Design reg_file_sb, sky130hd; sources not shown.
**Run 1: cell placement**

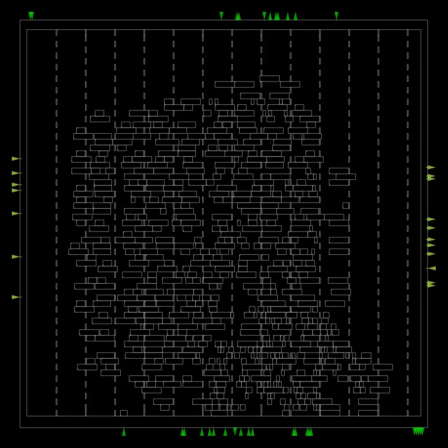
Cell Count, Final, Fillers Out: 1052
number of filler cells placed in the layout: 3463
# Taps: 448

**Run 1: pin map**

Pins as bars across the die edge, other pins in grey.
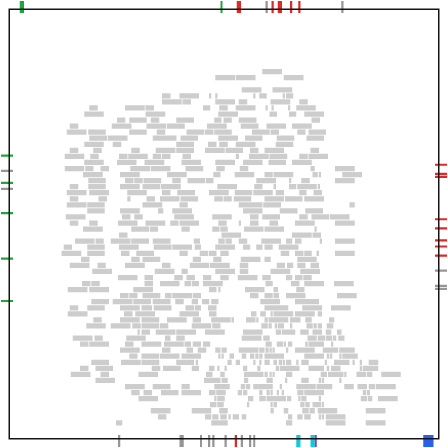
legend:
  green:
    port: rd
    pins: 8
    direction: input
    edge: 5 left, 3 top
  blue:
    port: n_busy
    pins: 5
    direction: output
    edge: bottom
  red:
    port: rs
    pins: 16
    direction: output
    edge: 8 right, 7 top, 1 bottom
  purple:
    port: rsv
    pins: 1
    direction: input
    edge: bottom
  cyan:
    port: addr_rsv
    pins: 4
    direction: input
    edge: bottom
die x size: 192 µm
die boundary height: 192 µm

**Run 1: nets reached from selected ports**

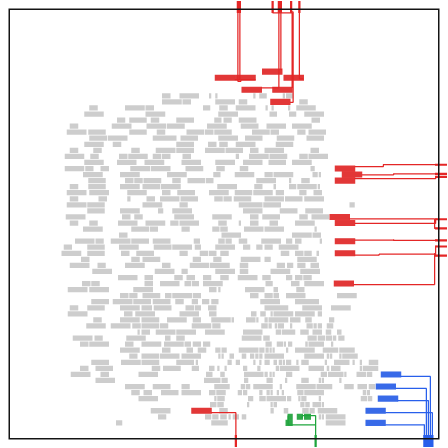
legend:
  red:
    port: rs
    bits: 16
    direction: output
    edge: 8 right, 7 top, 1 bottom
    end_cells: 16
    buffers: 0
    wire: 608 µm
  blue:
    port: n_busy
    bits: 5
    direction: output
    edge: bottom
    end_cells: 5
    buffers: 0
    wire: 162 µm
  green:
    port: rsv
    bits: 1
    direction: input
    edge: bottom
    end_cells: 4
    buffers: 0
    wire: 33.2 µm
port buffer count: 0
boundary pin count: 51

==> notes.md, run 1 <==
Physical implementation status

The run finished with clean final reports. STA classifies the critical path startpoint as an input pin. Per the detail_route report, the via count comes to 5194. For this block, the initial DRC count from the detailed router was 287. The total of flip-flops plus latches after synthesis stands at 158. The area share of the largest cell type after synthesis stands at 45.6%.

For the pin with the worst max-slew slack, the measured transition is 1.05 ns. Counting instances, the worst hold path has a depth of 1. The data arrival time of the critical path stands at 5.61 ns.

The placer's final routability congestion estimate stands at 0.803. The share of flip-flops with an asynchronous set or reset stands at 100%. The library cell used most frequently in the layout, excluding fill and tap cells, is sky130_fd_sc_hd__dfrtp_1. The warning count from the yosys run stands at 8. In the final report, the number of hold violations comes to 0. Overall power consumption after layout is estimated at 0.00292 W. The number of warnings reported in the stage logs is 26. The largest net degree at the start of global routing stands at 91. For this block, the routed nets add up to 24500 µm of wire. After synthesis, the cell types taking the most area are sky130_fd_sc_hd__dfrtp_1 (46%), sky130_fd_sc_hd__mux2_2 (17%), sky130_fd_sc_hd__mux4_2 (17%). The CTS log lists the clock sinks for this run as 158. At the floorplan stage, the core utilization is reported as 25.6%.

The required time reported for the critical path endpoint stands at 8.01 ns. The count of hold buffers inserted by post-cts repair stands at 0. A synthesized cell averages 14.2 µm². The timing report gives the worst reg2reg path a setup slack of 3.90 ns. The flow measured a signed area growth from synthesis to layout of 12.2%. Counting every instance in the synthesized netlist gives 609.

The leakage dissipation stands at 3.95 nW. The global routing usage summed across all routing layers stands at 13.9%. The area of the core region stands at 33900 µm².

The clock skew stands at 0.00847 ns. After clock tree synthesis, the setup repair step added 0 buffers. On the reported timing paths, the clock transition at the registers reads 0.06 ns. After layout, the worst path uses 68.8% of the clock period.

The overflow left after global routing stands at 0. Setup slack closes at 2.40 ns. The area recorded from the Yosys report for this design is 8670 µm². The final timing report derives a shortest allowable period of 5.30 ns. TritonRoute reported its final design rule violation total as 0. The synthesized net count stands at 652. Logged for this run, the post-placement worst setup slack is 1.94 ns. Setup repair after global routing left no endpoint under its margin. Per the Yosys statistics, synthesis produced 609 cells. The number of global-route vias before repair came to 5556. The average wire per cell in the routed design stands at 23.3 µm. The worst setup path is of the in2reg kind. The detail route stage leaves a number of antenna-violating nets equal to 0. The area of the die stands at 37000 µm².

In this run the clock root is driven by a sky130_fd_sc_hd__clkbuf_16. The number of different library cells used by synthesis comes to 58. The final-layout setup total negative slack stands at 0 ns.

The count of TritonRoute iterations in the first routing pass stands at 4. 0 antenna diodes ended up in the layout. The clock latency on the worst-skew pair stands at 0.42 ns. The total setup violations reported at the end of the flow stands at 0.

The final layout contains 635 nets. The number of max-slew violations in the final report stands at 0. The number of buffers between clock root and the deepest sink stands at 2.

The routed design shows a via density per instance of 4.94. Looking at area per cell type in the netlist, the leader is sky130_fd_sc_hd__dfrtp_1. TritonCTS created 17 clock buffers. The depth of the worst register-to-register path stands at 12. The register area share after synthesis stands at 45.6%. Before any placement, the netlist area is recorded as 8670 µm². The register with the most flip-flops in the layout has 120 of them.

The max-slew check reports its worst relative slack as 29.6%. The most critical min-delay path falls under reg2reg. The flow reported a cell area power density of 300 nW/µm².
## run 1: area by class of cell
cell class	instances	area, µm²
Inverter	23	91.3
Multi-Input combinational cell	384	4440
Sequential cell	158	3950
Timing Repair Buffer	8	60.1
Fill cell	3463	24100
Tap cell	448	561
Clock inverter	10	161
Clock buffer	21	460
## run 1: synthesized netlist by cell type, drive strengths merged (2+ instances only)
master   number
nor2b         6
nor3          2
o21ai        10
a21oi         4
nand2b        6
a22o         11
dfrtp       158
nand3         6
o2111ai       2
buf          23
mux2        130
fa            9
xor2          7
and3b         2
a211oi        4
a22oi         3
nor4          4
ha            6
o21a          2
and3          2
a221oi        3
o2bb2ai       8
and2          2
nor2         25
inv          23
xnor2         3
or3           3
mux2i        26
nand2        19
mux4         64
clkbuf       21
nand3b        2
nor3b         2
## run 1: logic make-up after synthesis
group	count (synthesis)	share of synthesized area, %
XOR/XNOR	10	1.01
AND-OR/OR-AND	55	5.08
adder cells (fa/ha/maj)	15	2.94
AND/OR/NAND/NOR	84	5.58
buffers and inverters	67	3.28
flip-flops	158	45.6
multiplexers	220	36.5
## run 1: per-stage QoR
stage / area, µm² / cells / util, % / hold WS, ns
3_3_place_gp: 9100 / 1021 / 26.9 / 0.505
2_1_floorplan: 8670 / 609 / - / 0.482
4_1_cts: 9730 / 1052 / 28.7 / 0.526
5_1_grt: 9730 / 1052 / 28.7 / 0.538
3_5_place_dp: 9100 / 1021 / 26.9 / 0.512
6_report: 9730 / 1052 / 28.7 / 0.525
## run 1: worst max-delay path, stage by stage
cell,delay [ns]
sky130_fd_sc_hd__nand3b_2,0.27
sky130_fd_sc_hd__nor2_2,0.51
sky130_fd_sc_hd__o21ai_0,0.35
sky130_fd_sc_hd__fa_1,0.56
sky130_fd_sc_hd__inv_1,0.05
sky130_fd_sc_hd__fa_1,0.49
sky130_fd_sc_hd__fa_1,0.43
sky130_fd_sc_hd__fa_1,0.49
sky130_fd_sc_hd__inv_1,0.04
sky130_fd_sc_hd__ha_1,0.20
sky130_fd_sc_hd__fa_1,0.46
sky130_fd_sc_hd__a21oi_1,0.16
sky130_fd_sc_hd__nor2b_1,0.05
## run 1: layer usage
layer / share of wire (%) / routed length, µm / global-route usage (%) / up-vias
li1: - / - / - / 2268
met1: 44 / 10900 / 18.7 / 2819
met2: 50 / 12300 / 23.4 / 98
met3: 4.5 / 1090 / 2.43 / 9
met4: 0.81 / 197 / 3.14 / 0
met5: 0 / 0 / 0 / -
## run 1: power by group
part	internal (W)	switching (W)
Combinational	0.000466	0.000360
Sequential	0.00104	0.000149
Clock	0.000559	0.000340
Total	0.00207	0.000849
**Run 1: metal layers overlaid**

The bar under the picture is 50 µm long.
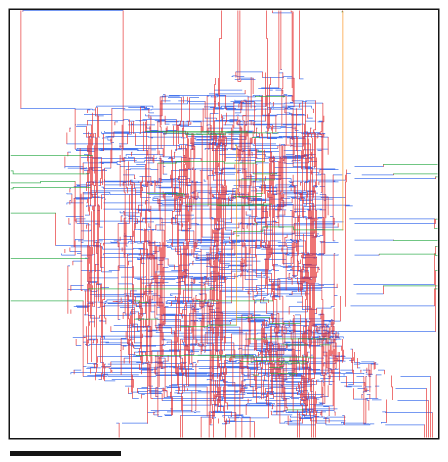

==> run 2, diff against run 1 <==
--- a/config.mk
+++ b/config.mk
@@ -5,7 +5,7 @@
 export SDC_FILE = /design/constraint.sdc
 export NUM_CORES = 1
 export LEC_CHECK = 0
-export ABC_CLOCK_PERIOD_IN_PS = 7700
+export ABC_CLOCK_PERIOD_IN_PS = 5100
 export CORE_MARGIN = 3
 export CORE_UTILIZATION = 25
 export DETAILED_ROUTE_END_ITERATION = 8
==> constraint.sdc (replaced) <==
create_clock -name clock -period 5.1 [get_ports clock]
set_input_delay 1.02 -clock clock [delete_from_list [all_inputs] [get_ports clock]]
set_output_delay 1.02 -clock clock [all_outputs]
set_load 0.01 [all_outputs]
**Run 2: metal layers overlaid**

The bar under the picture is 50 µm long.
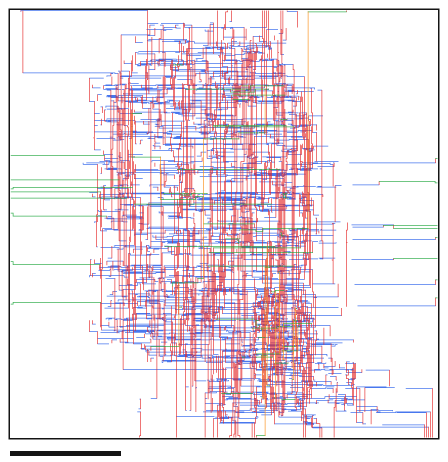
legend:
  blue:
    layer: met1
    wire_length: 10400 µm
  green:
    layer: met3
    wire_length: 1250 µm
  red:
    layer: met2
    wire_length: 11900 µm
  orange:
    layer: met4
    wire_length: 562 µm
total length of routed wires: 24100 µm
GRT Overall Usage: 13.6%

**Run 2: pin map**

Pins as bars across the die edge, other pins in grey.
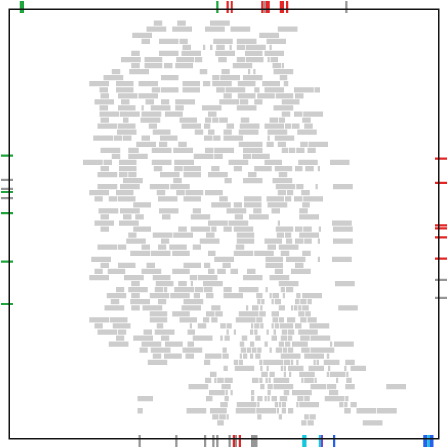
legend:
  blue:
    port: n_busy
    pins: 5
    direction: output
    edge: bottom
  red:
    port: rs
    pins: 16
    direction: output
    edge: 8 top, 6 right, 2 bottom
  cyan:
    port: addr_rsv
    pins: 4
    direction: input
    edge: bottom
  purple:
    port: rsv
    pins: 1
    direction: input
    edge: bottom
  green:
    port: rd
    pins: 8
    direction: input
    edge: 5 left, 3 top
all pins by edge: 22 bottom, 13 top, 8 left, 8 right

**Run 2: nets reached from selected ports**

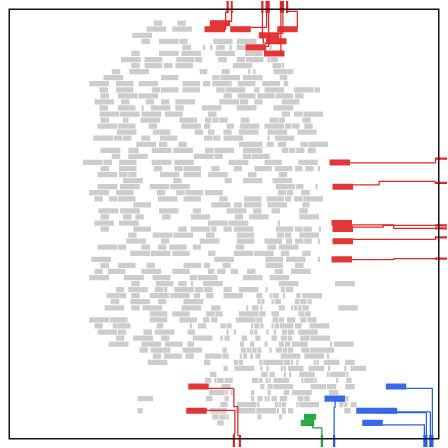
legend:
  red:
    port: rs
    bits: 16
    direction: output
    edge: 8 top, 6 right, 2 bottom
    end_cells: 16
    buffers: 0
    wire: 418 µm
  green:
    port: rsv
    bits: 1
    direction: input
    edge: bottom
    end_cells: 4
    buffers: 0
    wire: 22.6 µm
  blue:
    port: n_busy
    bits: 5
    direction: output
    edge: bottom
    end_cells: 5
    buffers: 0
    wire: 140 µm

==> notes.md, run 2 <==
Physical implementation status

The remaining antenna violation count came to 0 (unchanged). The run finished with clean final reports. The synthesis-to-finish area growth stands at 12.7%.

The count of warning messages emitted by the tools stands at 28 (+7.7%). The clock-pin slew on the worst setup and hold paths was 0.07 ns (about the same). The area of the die was 37000 µm² (unchanged).

The post-detailed-route via-to-cell ratio stands at 4.96 (+0.39%). The mean cell area of the mapped netlist was 14.2 µm² (unchanged). Summed over all instances, the cell type with the most area after synthesis is sky130_fd_sc_hd__dfrtp_1. The pin slew with the least headroom to its limit stands at 1.15 ns (+0.100 ns). The signal on the critical path passes through nand3b_2 > or3_1 > a22o_4 > ha_1 > fa_1 > inv_1 > fa_1 > fa_1 > inv_1 > ha_1 > fa_1 > a21oi_1 > nor2b_1. Setup repair after global routing left no endpoint under its margin. The share of the core filled by cells before placement is 25.6% (unchanged). The depth of the worst register-to-register path is 12 (unchanged).

The average wire per cell in the routed design stands at 22.7 µm (-2.4%). The die width came to 192 µm (unchanged). The number of hold-slack violations in the final timing report stands at 0 (unchanged). The distinct cell type count of the synthesized netlist stands at 58 (unchanged). The clock skew stands at 0.0113 ns (+0.00279 ns). The end-of-flow core utilization stands at 28.8% (+0.13 points). The final-layout worst hold slack stands at 0.521 ns (-0.00338 ns). The number of logic stages on the critical path including buffering stands at 13 (unchanged). The register area share after synthesis stands at 45.6% (unchanged). The data arrival time of the critical path stands at 4.76 ns (-0.85 ns). The number of stages on the worst hold path stands at 1 (unchanged). The worst-case setup slack after placement is 0.226 ns (-1.71 ns). The timing report shows that the slowest cell on the worst path is sky130_fd_sc_hd__fa_1.

Counting instances in the post-synthesis netlist gives the leading cell types as sky130_fd_sc_hd__dfrtp_1 (158), sky130_fd_sc_hd__mux2_2 (130), sky130_fd_sc_hd__mux4_2 (64). The final-layout setup total negative slack came to 0 ns (unchanged). Ranked by total cell area, the synthesized netlist is headed by sky130_fd_sc_hd__dfrtp_1 (46%), sky130_fd_sc_hd__mux2_2 (17%), sky130_fd_sc_hd__mux4_2 (17%).

The overflow left after global routing is 0 (unchanged). The required time reported for the critical path endpoint was 5.43 ns (-2.58 ns). The number of nets in the final layout stands at 645 (+1.6%).

The count of TritonRoute iterations in the first routing pass stands at 4 (unchanged). The synthesized net count was 652 (unchanged). The flip-flop count of the largest register after layout stands at 120 (unchanged). The area of the multi-input gates came to 4440 µm² (unchanged). In this design, the largest share of critical-path delay is due to adder cells. The max-slew headroom at the worst pin stands at 23.0% (-6.6 points). The count of hold buffers inserted by post-cts repair is 0 (unchanged). The number of buffers between clock root and the deepest sink was 2 (unchanged). The post-synthesis instance area was 8670 µm² (unchanged).

The reg-to-reg setup timing slack came to 1.39 ns (-2.51 ns). The area share of the largest cell type after synthesis stands at 45.6% (unchanged). The number of buffer and inverter instances along the worst setup path stands at 2 (unchanged). The worst setup slack after layout stands at 0.674 ns (-1.73 ns). The worst setup path is launched from an input pin.

The largest net degree at the start of global routing came to 159 (+75%). The number of I/O pins came to 51 (unchanged). The area of the core region came to 33900 µm² (unchanged).

By instance count, the cell type seen most on the critical path is sky130_fd_sc_hd__fa_1. The vias after detailed routing stands at 5264 (+1.3%).
-- run 2: cells by family (layout without fill, tap and decap cells) --
logic type,after synthesis,after routing,synth area share (%)
muxes,220,220,36.5
DFF,158,158,45.6
and+or+nand+nor,84,84,5.58
buffers and inverters,67,72,3.28
AOI/OAI and AO/OA,55,55,5.08
adders and majority gates,15,15,2.94
xor gates and xnor gates,10,10,1.01
-- run 2: layout make-up --
cell class | instances | share of cell area, %
multi-input cells | 384 | 45.4
repair buffers | 18 | 1.51
clock inverters | 11 | 1.36
flip-flops and latches | 158 | 40.5
inverters | 23 | 0.922
well taps | 448 | 5.74
clock buffers | 20 | 4.57
-- run 2: stage by stage --
stage | instances | power, W
3_3_place_gp | 1031 | 0.00306
3_5_place_dp | 1031 | 0.00311
6_report | 1062 | 0.00436
5_1_grt | 1062 | 0.00465
4_1_cts | 1062 | 0.00441
2_1_floorplan | 609 | 0.00281
-- run 2: worst register-to-register path, stage by stage, from the launching register on --
cell                      delay (ns)
sky130_fd_sc_hd__dfrtp_1        0.34
sky130_fd_sc_hd__inv_1          0.05
sky130_fd_sc_hd__o21ai_0        0.35
sky130_fd_sc_hd__fa_1           0.49
sky130_fd_sc_hd__inv_1          0.08
sky130_fd_sc_hd__fa_1           0.42
sky130_fd_sc_hd__fa_1           0.46
sky130_fd_sc_hd__fa_1           0.49
sky130_fd_sc_hd__inv_1          0.04
sky130_fd_sc_hd__ha_1           0.21
sky130_fd_sc_hd__fa_1           0.47
sky130_fd_sc_hd__a21oi_1        0.16
sky130_fd_sc_hd__nor2b_1        0.06
-- run 2: layer usage --
layer / global-route usage (%) / routed length, µm / up-vias
met5: 0 / 0 / -
met4: 4.76 / 561 / 0
met3: 3.21 / 1250 / 36
met2: 22.3 / 11900 / 117
met1: 17.4 / 10400 / 2831
li1: - / - / 2280
-- run 2: power breakdown --
| group | leakage, nW | switching [W] | internal, W |
|---|---|---|---|
| sequential | 1.94 | 0.000222 | 0.00158 |
| combinational | 1.77 | 0.000559 | 0.000718 |
| clock | 0.277 | 0.000546 | 0.000737 |
Power figures rest on the tool's default switching activity, not on a simulated workload.
